### src/rtl/def_ex.sv
// rtl/def_ex.sv - shared execute-stage definitions: one-hot opcode indices, flag positions, decode helpers
package def_ex;

    localparam int DEF_XLEN      = 16;
    localparam int DEF_REG_IDX_W = 3;
    localparam int DEF_OP_W      = 26;
    localparam int DEF_PC_STEP   = 2;

    localparam int FLAG_Z = 0;
    localparam int FLAG_C = 1;

    typedef enum int unsigned {
        OP_ADD = 0,
        OP_ADC,
        OP_ADZ,
        OP_ADI,
        OP_NDU,
        OP_NDC,
        OP_NDZ,
        OP_LHI,
        OP_LW,
        OP_SW,
        OP_BEQ,
        OP_JAL,
        OP_JLR
    } op_idx_e;

    localparam int OP_COUNT = 13;

    typedef logic [DEF_OP_W-1:0] one_hot_t;

    function automatic logic is_op(input one_hot_t oh, input op_idx_e idx);
        return oh == (one_hot_t'(1) << idx);
    endfunction

    // Anything that is not exactly one of the defined bits decodes as a NOP.
    function automatic logic op_known(input one_hot_t oh);
        return $onehot(oh) && (oh < (one_hot_t'(1) << OP_COUNT));
    endfunction

    function automatic logic cond_ok(input one_hot_t oh, input logic [1:0] flags);
        if (is_op(oh, OP_ADC) || is_op(oh, OP_NDC))
            return flags[FLAG_C];
        if (is_op(oh, OP_ADZ) || is_op(oh, OP_NDZ))
            return flags[FLAG_Z];
        return 1'b1;
    endfunction

endpackage

### src/rtl/exec_alu.sv
// rtl/exec_alu.sv - combinational ALU, condition evaluation and branch resolution
module exec_alu
    import def_ex::*;
#(
    parameter int XLEN    = DEF_XLEN,
    parameter int OP_W    = DEF_OP_W,
    parameter int PC_STEP = DEF_PC_STEP
) (
    input  logic [XLEN-1:0] pc,
    input  logic [XLEN-1:0] a,
    input  logic [XLEN-1:0] b,
    input  logic [XLEN-1:0] imm,
    input  logic [OP_W-1:0] one_hot,
    input  logic            flag_c,
    input  logic            flag_z,
    output logic [XLEN-1:0] res,
    output logic            carry,
    output logic            zero,
    output logic            exec_en,
    output logic            br_taken,
    output logic [XLEN-1:0] br_target
);

    logic [XLEN:0] sum;
    logic [1:0]    flags;

    always_comb begin
        flags         = '0;
        flags[FLAG_C] = flag_c;
        flags[FLAG_Z] = flag_z;
        sum           = '0;
        res           = '0;
        carry         = flag_c;
        br_taken      = 1'b0;
        br_target     = '0;
        exec_en       = op_known(one_hot) & cond_ok(one_hot, flags);

        if (is_op(one_hot, OP_ADD) || is_op(one_hot, OP_ADC) || is_op(one_hot, OP_ADZ)) begin
            sum   = {1'b0, a} + {1'b0, b};
            res   = sum[XLEN-1:0];
            carry = sum[XLEN];
        end else if (is_op(one_hot, OP_ADI)) begin
            sum   = {1'b0, a} + {1'b0, imm};
            res   = sum[XLEN-1:0];
            carry = sum[XLEN];
        end else if (is_op(one_hot, OP_NDU) || is_op(one_hot, OP_NDC) || is_op(one_hot, OP_NDZ)) begin
            res = ~(a & b);
        end else if (is_op(one_hot, OP_LHI)) begin
            res = imm;
        end else if (is_op(one_hot, OP_LW) || is_op(one_hot, OP_SW)) begin
            res = b + imm;
        end else if (is_op(one_hot, OP_BEQ)) begin
            br_taken  = (a == b);
            br_target = pc + imm;
        end else if (is_op(one_hot, OP_JAL)) begin
            res       = pc + XLEN'(PC_STEP);
            br_taken  = 1'b1;
            br_target = pc + imm;
        end else if (is_op(one_hot, OP_JLR)) begin
            res       = pc + XLEN'(PC_STEP);
            br_taken  = 1'b1;
            br_target = b;
        end

        zero     = (res == '0);
        br_taken = br_taken & exec_en;
    end

endmodule

### src/rtl/exec_stage.sv
// rtl/exec_stage.sv - execute stage: pipeline registers, C/Z flags, branch redirect and squash (optional EXEC_PERF_CNT_EN counters)
module exec_stage
    import def_ex::*;
#(
    parameter int XLEN      = DEF_XLEN,
    parameter int REG_IDX_W = DEF_REG_IDX_W,
    parameter int OP_W      = DEF_OP_W,
    parameter int PC_STEP   = DEF_PC_STEP
) (
    input  logic                 clk_i,
    input  logic                 rst_ni,
    input  logic                 opcode_valid_i,
    input  logic [XLEN-1:0]      opcode_pc_i,
    input  logic [15:0]          opcode_instr_i,
    input  logic [OP_W-1:0]      one_hot_i,
    input  logic [XLEN-1:0]      operand_val_a_i,
    input  logic [XLEN-1:0]      operand_val_b_i,
    input  logic [XLEN-1:0]      imm_val_i,
    input  logic [REG_IDX_W-1:0] exec_rd_idx_i,
    input  logic                 stall_i,
    output logic                 stall_o,
    output logic                 opcode_valid_o,
    output logic [XLEN-1:0]      opcode_pc_o,
    output logic [15:0]          opcode_instr_o,
    output logic [OP_W-1:0]      one_hot_o,
    output logic [XLEN-1:0]      result_o,
    output logic [XLEN-1:0]      mem_wdata_o,
    output logic [REG_IDX_W-1:0] rd_idx_o,
    output logic                 wb_en_o,
    output logic [XLEN-1:0]      ex_val_o,
    output logic [REG_IDX_W-1:0] ex_rd_idx_o,
    output logic                 ex_fwd_valid_o,
    output logic                 branch_valid_o,
    output logic [XLEN-1:0]      branch_pc_o,
    output logic                 flag_c_o,
    output logic                 flag_z_o
`ifdef EXEC_PERF_CNT_EN
    ,
    output logic [15:0]          exec_cnt_o,
    output logic [15:0]          supp_cnt_o,
    output logic [15:0]          squash_cnt_o
`endif
);

    logic [XLEN-1:0] alu_res;
    logic [XLEN-1:0] alu_br_target;
    logic            alu_carry;
    logic            alu_zero;
    logic            alu_exec_en;
    logic            alu_br_taken;
    logic            squash_q;
    logic            dropped;
    logic            is_add;
    logic            is_nand;
    logic            writes_rd;

    exec_alu #(
        .XLEN    (XLEN),
        .OP_W    (OP_W),
        .PC_STEP (PC_STEP)
    ) u_alu (
        .pc        (opcode_pc_i),
        .a         (operand_val_a_i),
        .b         (operand_val_b_i),
        .imm       (imm_val_i),
        .one_hot   (one_hot_i),
        .flag_c    (flag_c_o),
        .flag_z    (flag_z_o),
        .res       (alu_res),
        .carry     (alu_carry),
        .zero      (alu_zero),
        .exec_en   (alu_exec_en),
        .br_taken  (alu_br_taken),
        .br_target (alu_br_target)
    );

    assign is_add  = is_op(one_hot_i, OP_ADD) | is_op(one_hot_i, OP_ADC)
                   | is_op(one_hot_i, OP_ADZ) | is_op(one_hot_i, OP_ADI);
    assign is_nand = is_op(one_hot_i, OP_NDU) | is_op(one_hot_i, OP_NDC)
                   | is_op(one_hot_i, OP_NDZ);
    assign writes_rd = is_add | is_nand | is_op(one_hot_i, OP_LHI) | is_op(one_hot_i, OP_LW)
                     | is_op(one_hot_i, OP_JAL) | is_op(one_hot_i, OP_JLR);

    // The instruction right behind a taken branch is wrong-path and is dropped.
    assign dropped = ~opcode_valid_i | squash_q;

    always_ff @(posedge clk_i or negedge rst_ni) begin
        if (!rst_ni) begin
            opcode_valid_o <= 1'b0;
            opcode_pc_o    <= '0;
            opcode_instr_o <= '0;
            one_hot_o      <= '0;
            result_o       <= '0;
            mem_wdata_o    <= '0;
            rd_idx_o       <= '0;
            wb_en_o        <= 1'b0;
            branch_valid_o <= 1'b0;
            branch_pc_o    <= '0;
            flag_c_o       <= 1'b0;
            flag_z_o       <= 1'b0;
            squash_q       <= 1'b0;
        end else begin
            branch_valid_o <= 1'b0;
            if (!stall_i) begin
                opcode_pc_o    <= opcode_pc_i;
                opcode_instr_o <= opcode_instr_i;
                one_hot_o      <= one_hot_i;
                result_o       <= alu_res;
                mem_wdata_o    <= is_op(one_hot_i, OP_SW) ? operand_val_a_i : '0;
                rd_idx_o       <= exec_rd_idx_i;
                squash_q       <= 1'b0;
                if (dropped) begin
                    opcode_valid_o <= 1'b0;
                    wb_en_o        <= 1'b0;
                end else begin
                    opcode_valid_o <= 1'b1;
                    wb_en_o        <= alu_exec_en & writes_rd;
                    if (alu_exec_en && is_add)
                        flag_c_o <= alu_carry;
                    if (alu_exec_en && (is_add || is_nand))
                        flag_z_o <= alu_zero;
                    if (alu_br_taken) begin
                        branch_valid_o <= 1'b1;
                        branch_pc_o    <= alu_br_target;
                        squash_q       <= 1'b1;
                    end
                end
            end
        end
    end

    assign stall_o        = stall_i;
    assign ex_val_o       = result_o;
    assign ex_rd_idx_o    = rd_idx_o;
    assign ex_fwd_valid_o = wb_en_o & ~is_op(one_hot_o, OP_LW);

`ifdef EXEC_PERF_CNT_EN
    logic cnt_exec;
    logic cnt_supp;
    logic cnt_squash;

    assign cnt_exec   = ~stall_i & ~dropped & alu_exec_en;
    assign cnt_supp   = ~stall_i & ~dropped & op_known(one_hot_i) & ~alu_exec_en;
    assign cnt_squash = ~stall_i & squash_q & opcode_valid_i;

    always_ff @(posedge clk_i or negedge rst_ni) begin
        if (!rst_ni) begin
            exec_cnt_o   <= '0;
            supp_cnt_o   <= '0;
            squash_cnt_o <= '0;
        end else begin
            if (cnt_exec && exec_cnt_o != 16'hFFFF)
                exec_cnt_o <= exec_cnt_o + 16'd1;
            if (cnt_supp && supp_cnt_o != 16'hFFFF)
                supp_cnt_o <= supp_cnt_o + 16'd1;
            if (cnt_squash && squash_cnt_o != 16'hFFFF)
                squash_cnt_o <= squash_cnt_o + 16'd1;
        end
    end
`endif

endmodule
### config.mk
export PLATFORM = sky130hd
export DESIGN_NAME = exec_stage
export DESIGN_NICKNAME = d
export VERILOG_FILES = /design/src/rtl/def_ex.sv /design/src/rtl/exec_alu.sv /design/src/rtl/exec_stage.sv
export SDC_FILE = /design/constraint.sdc
export NUM_CORES = 1
export LEC_CHECK = 0
export CORE_ASPECT_RATIO = 0.9
export CORE_MARGIN = 4
export CORE_UTILIZATION = 32
export CTS_CLUSTER_SIZE = 10
export DETAILED_ROUTE_END_ITERATION = 12
export PLACE_DENSITY_LB_ADDON = 0.3
export SLEW_MARGIN = 5
export SYNTH_ARGS = -nofsm -noshare
export SYNTH_HDL_FRONTEND = slang
export SYNTH_HIERARCHICAL = 1
export SYNTH_SLANG_ARGS = --single-unit
### constraint.sdc
create_clock -name clk_i -period 5.14 [get_ports clk_i]
set_clock_uncertainty 0.1 [all_clocks]
set_input_delay 0.771 -clock clk_i [delete_from_list [all_inputs] [get_ports clk_i]]
set_output_delay 0.771 -clock clk_i [all_outputs]
set_load 0.1 [all_outputs]
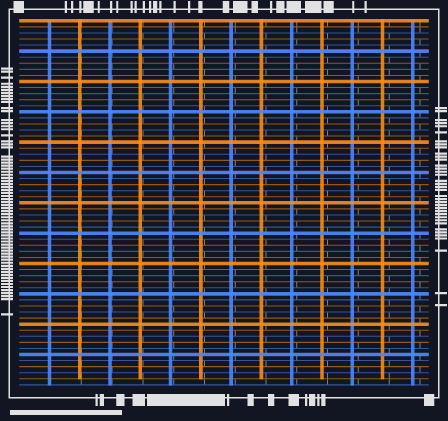
Figure 1: power grid.
Scale bar: 50 um. Pins as bars on the die edge. Tap cells in gray.
Key: blue = VSS; orange = VDD
The core has 60 rows. 248 signal pins sit on the boundary. 13 straps on met4. 12 straps on met5. 403 tap cells.
die extent in x: 192 um
Die Span Y: 173 um
Floorplan Core Area: 30000 um2

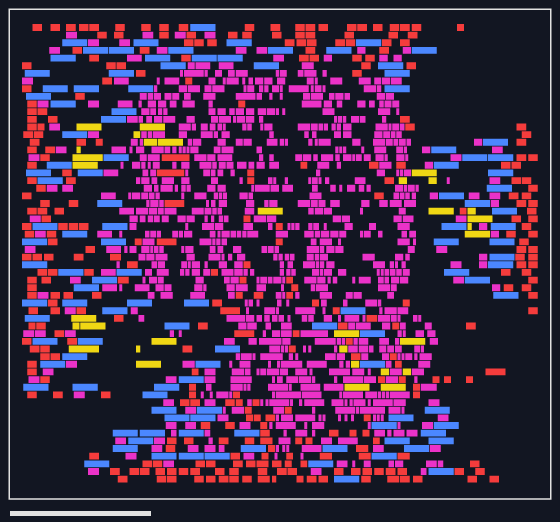
Figure 2: placed cells, one color a class.
Scale bar: 50 um.
Key: yellow = clock drivers and dummy loads [cells 32, share of their area 4.4%]; red = remaining buffers and delay cells [cells 313, share of their area 23%]; magenta = remaining logic cells [cells 834, share of their area 51%]; blue = registers [cells 115, share of their area 22%]
final non-filler cell area: 13800 um2
flop share of the area: 20.8%
fraction of the core area covered by cells at the end of the flow: 46.2%
cell row count: 60

==> results.txt <==
From the run reports.

- The final reports fail on setup timing.
- The met1 usage in global routing reads 30.4%.
- The iteration tally of the first detailed-router pass is 5.
- The slowest stage cell on the critical path reads sky130_fd_sc_hd__or4_4.
- The capture point of the worst path reads branch_pc_o[15].
- The proportion of synthesized chip area in sequential cells is around 30%.
- OpenROAD emitted warnings numbering 43.
- By count the netlist is led by 115 x sky130_fd_sc_hd__dfrtp_1, 97 x sky130_fd_sc_hd__mux2_2, 91 x sky130_fd_sc_hd__ha_1.
- From the final report, the count of setup violators was given as 21.
- The synthesis-stage register bit count is around 120.
- The net switching power figure reads roughly 1600 uW.
- The number of warnings issued by yosys reads 6.
- The worst path arrival time reads 6.74 ns.
- The total global routing overflow reads 0.
- The cell area after technology mapping reads ~9700 um2.
- The run finished, with violations left.
- CTS built an H-tree with a depth of 4.
- The most crowded layer after global routing reads met1.
- The main area contributors are sky130_fd_sc_hd__dfrtp_1 30%, sky130_fd_sc_hd__ha_1 12%, sky130_fd_sc_hd__mux2_2 11%.
- The worst path setup slack after routing reads -1.38 ns.
- Per the timing report, the most critical flop-to-flop path originates at flag_z_o.
- The pin count of the biggest net entering global routing is 57.
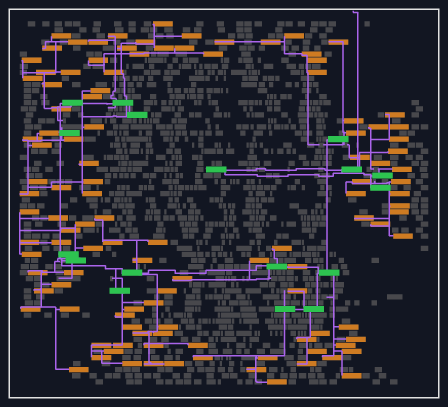
Figure 3: clock distribution.
Key: orange = flip-flops [count 115]; green = clock-net drivers [count 17]; purple = clock wires [length 2130 um]
There are 18 routed clock nets.

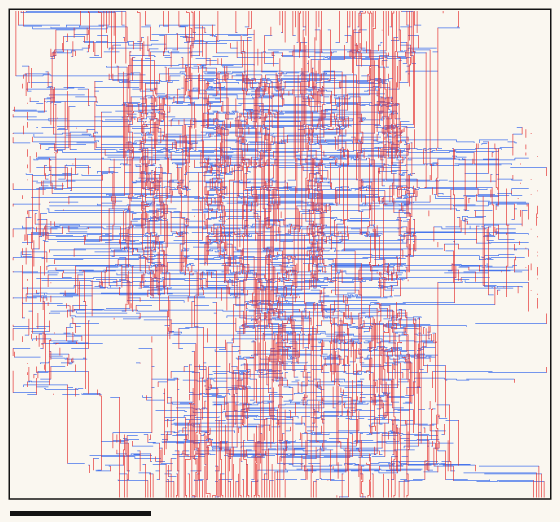
Figure 4: metal layers overlaid.
Scale bar: 50 um. Only two layers are drawn.
Key: blue = M1 [wire length 16500 um]; red = M2 [wire length 14900 um]

-- cell families (layout without fill, tap and decap cells) --
| group | Yosys count | in the layout | share of synthesized area (%) |
|---|---|---|---|
| AND-OR/OR-AND | 231 | 231 | 16.7 |
| XOR/XNOR | 64 | 64 | 5.76 |
| adder cells (fa/ha/maj) | 113 | 113 | 16.2 |
| buffers and inverters | 119 | 415 | 5.60 |
| flip-flops | 115 | 115 | 29.6 |
| multiplexers | 101 | 101 | 11.7 |
| other | 0 | 4 | 0 |
| AND/OR/NAND/NOR | 255 | 255 | 14.5 |
-- per-stage QoR --
step	TNS [ns]	instances	worst slack, ns	util (%)
finish	-27.28	1701	-1.38	46.2
global route	-30.45	1701	-1.54	46.2
CTS	-27.23	1697	-1.38	46.0
detailed placement	-44.27	1656	-2.17	43.1
global placement	-43.88	1656	-2.15	43.1
floorplan	-24.97	998	-1.31	-
-- area by class of cell --
type                       count  area [um2]  area share (%)
antenna                        4        10.0          0.0723
tap                          403         504            3.64
multi-input combinational    764        6500            47.0
clock buffer                  18         439            3.17
clock inverter                14         151            1.09
inverter                      70         275            1.99
timing repair buffer         313        3090            22.3
sequential                   115        2880            20.8
-- layout by cell type, fill, tap and decap left out, types with 8 or more instances in the layout --
cell / synthesis / final
sky130_fd_sc_hd__nor2_1: 61 / 61
sky130_fd_sc_hd__inv_1: 70 / 57
sky130_fd_sc_hd__a22o_1: 16 / 16
sky130_fd_sc_hd__a22oi_1: 18 / 18
sky130_fd_sc_hd__nor2b_1: 10 / 10
sky130_fd_sc_hd__inv_2: 0 / 12
sky130_fd_sc_hd__nand3_1: 29 / 27
sky130_fd_sc_hd__o21a_1: 11 / 11
sky130_fd_sc_hd__ha_1: 91 / 89
sky130_fd_sc_hd__buf_4: 21 / 60
sky130_fd_sc_hd__a31oi_1: 11 / 11
sky130_fd_sc_hd__nand2_1: 46 / 45
sky130_fd_sc_hd__nor4_1: 16 / 14
sky130_fd_sc_hd__a211oi_1: 10 / 9
sky130_fd_sc_hd__dfrtp_1: 115 / 115
sky130_fd_sc_hd__fa_1: 22 / 20
sky130_fd_sc_hd__a21oi_1: 38 / 37
sky130_fd_sc_hd__clkbuf_16: 0 / 17
sky130_fd_sc_hd__nor3_1: 22 / 21
sky130_fd_sc_hd__mux2_4: 0 / 18
sky130_fd_sc_hd__xnor2_1: 32 / 32
sky130_fd_sc_hd__and3_1: 8 / 8
sky130_fd_sc_hd__clkdlybuf4s50_1: 0 / 232
sky130_fd_sc_hd__or3_1: 9 / 9
sky130_fd_sc_hd__a21o_1: 19 / 19
sky130_fd_sc_hd__o21ai_0: 36 / 35
sky130_fd_sc_hd__o221ai_1: 8 / 8
sky130_fd_sc_hd__dlymetal6s2s_1: 0 / 8
sky130_fd_sc_hd__xor2_1: 32 / 32
sky130_fd_sc_hd__mux2_2: 97 / 81
-- flip-flops by register name, summed over array words and instances, names as in the netlist, 3 cells and up --
register	count
ex_val_o	16
opcode_pc_o	16
ex_rd_idx_o	3
opcode_instr_o	16
branch_pc_o	16
mem_wdata_o	16
one_hot_o	26
Power figures rest on the tool's default switching activity, not on a simulated workload.
